$ cat src/rtl/fetch_stage.sv
// Fetch stage: owns the PC, addresses instruction memory and fills the IF/ID register.
// Optional FETCH_PERF_COUNTERS_EN adds fetch/bubble event counters.
module fetch_stage #(
    parameter int unsigned PC_WIDTH                         = 32,
    parameter int unsigned INSTRUCTION_WIDTH                = 32,
    parameter logic [PC_WIDTH-1:0] RESET_PC                 = '0,
    parameter logic [PC_WIDTH-1:0] PC_STEP                  = 1,
    parameter logic [INSTRUCTION_WIDTH-1:0] NOP_INSTR       = '0
) (
    input  logic                         clk,
    input  logic                         rst,
    input  logic                         stall_i,
    input  logic                         flush_i,
    input  logic                         branch_taken_i,
    input  logic [PC_WIDTH-1:0]          branch_target_i,
    output logic [PC_WIDTH-1:0]          imem_addr_o,
    input  logic [INSTRUCTION_WIDTH-1:0] imem_instr_i,
    output logic [INSTRUCTION_WIDTH-1:0] ifid_instr_o,
    output logic [PC_WIDTH-1:0]          ifid_pc_o,
    output logic [PC_WIDTH-1:0]          ifid_pc_next_o,
    output logic                         ifid_valid_o
`ifdef FETCH_PERF_COUNTERS_EN
    ,
    output logic [31:0]                  fetch_count_o,
    output logic [31:0]                  bubble_count_o
`endif
);

    logic [PC_WIDTH-1:0]          pc_q, pc_d, pc_inc;
    logic [INSTRUCTION_WIDTH-1:0] instr_q, instr_d;
    logic [PC_WIDTH-1:0]          ifid_pc_q, ifid_pc_d;
    logic [PC_WIDTH-1:0]          ifid_pc_next_q, ifid_pc_next_d;
    logic                         valid_q, valid_d;
    logic                         do_fetch, do_bubble;

    assign pc_inc      = pc_q + PC_STEP;
    assign imem_addr_o = pc_q;

    // Branch redirect beats stall and flush; a stalled flush still squashes IF/ID.
    always_comb begin
        pc_d           = pc_q;
        instr_d        = instr_q;
        ifid_pc_d      = ifid_pc_q;
        ifid_pc_next_d = ifid_pc_next_q;
        valid_d        = valid_q;
        do_fetch       = 1'b0;
        do_bubble      = 1'b0;

        if (branch_taken_i) begin
            pc_d      = branch_target_i;
            do_bubble = 1'b1;
        end else if (stall_i && flush_i) begin
            do_bubble = 1'b1;
        end else if (stall_i) begin
            do_bubble = 1'b0;
        end else if (flush_i) begin
            pc_d      = pc_inc;
            do_bubble = 1'b1;
        end else begin
            pc_d     = pc_inc;
            do_fetch = 1'b1;
        end

        if (do_bubble) begin
            instr_d = NOP_INSTR;
            valid_d = 1'b0;
        end
        if (do_fetch) begin
            instr_d        = imem_instr_i;
            ifid_pc_d      = pc_q;
            ifid_pc_next_d = pc_inc;
            valid_d        = 1'b1;
        end
    end

    always_ff @(posedge clk or negedge rst) begin
        if (!rst) begin
            pc_q           <= RESET_PC;
            instr_q        <= NOP_INSTR;
            ifid_pc_q      <= '0;
            ifid_pc_next_q <= '0;
            valid_q        <= 1'b0;
        end else begin
            pc_q           <= pc_d;
            instr_q        <= instr_d;
            ifid_pc_q      <= ifid_pc_d;
            ifid_pc_next_q <= ifid_pc_next_d;
            valid_q        <= valid_d;
        end
    end

    assign ifid_instr_o   = instr_q;
    assign ifid_pc_o      = ifid_pc_q;
    assign ifid_pc_next_o = ifid_pc_next_q;
    assign ifid_valid_o   = valid_q;

`ifdef FETCH_PERF_COUNTERS_EN
    logic [31:0] fetch_count_q, bubble_count_q;

    always_ff @(posedge clk or negedge rst) begin
        if (!rst) begin
            fetch_count_q  <= '0;
            bubble_count_q <= '0;
        end else begin
            if (do_fetch) begin
                fetch_count_q <= fetch_count_q + 32'd1;
            end
            if (do_bubble) begin
                bubble_count_q <= bubble_count_q + 32'd1;
            end
        end
    end

    assign fetch_count_o  = fetch_count_q;
    assign bubble_count_o = bubble_count_q;
`endif

endmodule

$ cat config.mk
export PLATFORM = sky130hd
export DESIGN_NAME = fetch_stage
export DESIGN_NICKNAME = d
export VERILOG_FILES = /design/src/rtl/fetch_stage.sv
export SDC_FILE = /design/constraint.sdc
export NUM_CORES = 1
export LEC_CHECK = 0
export CORE_ASPECT_RATIO = 1.25
export CORE_MARGIN = 4
export CORE_UTILIZATION = 41
export CTS_CLUSTER_SIZE = 10
export DETAILED_ROUTE_END_ITERATION = 16
export PLACE_DENSITY = 0.82
export SLEW_MARGIN = 20
export SYNTH_ARGS = -nofsm -noshare
export SYNTH_HDL_FRONTEND = slang
export SYNTH_SLANG_ARGS = --single-unit
export TNS_END_PERCENT = 5
$ cat constraint.sdc
create_clock -name clk -period 1.8 [get_ports clk]
set_input_delay 0.18 -clock clk [delete_from_list [all_inputs] [get_ports clk]]
set_output_delay 0.18 -clock clk [all_outputs]
set_load 0.02 [all_outputs]
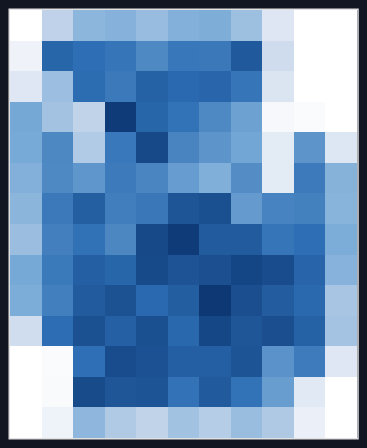
*Placement density heat map*
11 x 14 tiles, from white (low) to dark blue (high), 0 to 100% covered.
- mean over tiles: 55%
- fullest tile: 97%
- nearly empty tiles: 8.4%
- tiles over 75% full: 33%
- emptiest ninth of the die: top right

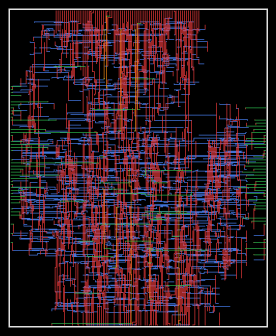
*Signal wires by layer*
- blue: metal 1 (wire length 6780 um)
- orange: metal 4 (wire length 383 um)
- red: metal 2 (wire length 9250 um)
- green: metal 3 (wire length 885 um)

==> impl_metrics.tcl <==
# metrics dict for downstream scripts
set metrics [dict create \
    status "finished, violations left" \
    violations "negative setup slack" \
    fin_hold_ws_ns 0.174 \
    clockBufferDepth 2 \
    worstHoldPathCells 3 \
    fp.dieArea_sq_um 16000 \
    max_stage_delay_ns 0.60 \
    switching_power_mw 2.58 \
    firstDrtPassIters 4 \
    ir_drop_mv 0.541 \
    fin_ws_ns -0.112 \
    wl_per_cell_um 17.1 \
    yosysTopAreaCell "dfrtp_1" \
    mostFrequentLayoutCell "clkdlybuf4s50_1" \
    ys_sh_simple_pct 20.1 \
    critPathTopFamily "simple AND/OR/NAND/NOR gates" \
    top_layer_used "met4" \
    cts_resized 20 \
    grt_pass1_vias 5536 \
    wl_mm 17.3 \
    p_comb_mw 2.20 \
    final_hold_viol_count 0 \
    ff_count 129 \
    design.portCount 198 \
    regToRegSetupSlack_ns -0.11 \
    fmax_mhz 523 \
    ys_ff 129 \
    r2r_end "imem_addr_o[31]" \
    fillers 1069 \
    wl_met1_mm 6.78 \
    clock-root-buffer "clkbuf_16" \
    wl_met3_um 885 \
    core_sq_um 13800 \
    maxCapViolations 0 \
    drt-initial-drc-count 278 \
    ys_sh_xor_pct 9.29 \
    criticalPathCategory "reg2reg" \
    final_area_sq_um 9050 \
    crit_path_end "imem_addr_o[31]" \
    signal_buffers 258 \
    switching_share_pct 28.8 \
    setup_viol 5 \
    hpwl_mm 12.4 \
    syn_avg_cell_area_sq_um 9.64 \
    ys_top_cells_by_count "nand2_1, dfrtp_1, o21ai_0, xnor2_1, clkbuf_1" \
    cp_common_cell "or4_4" \
    synth_area_sq_um 5750 \
]
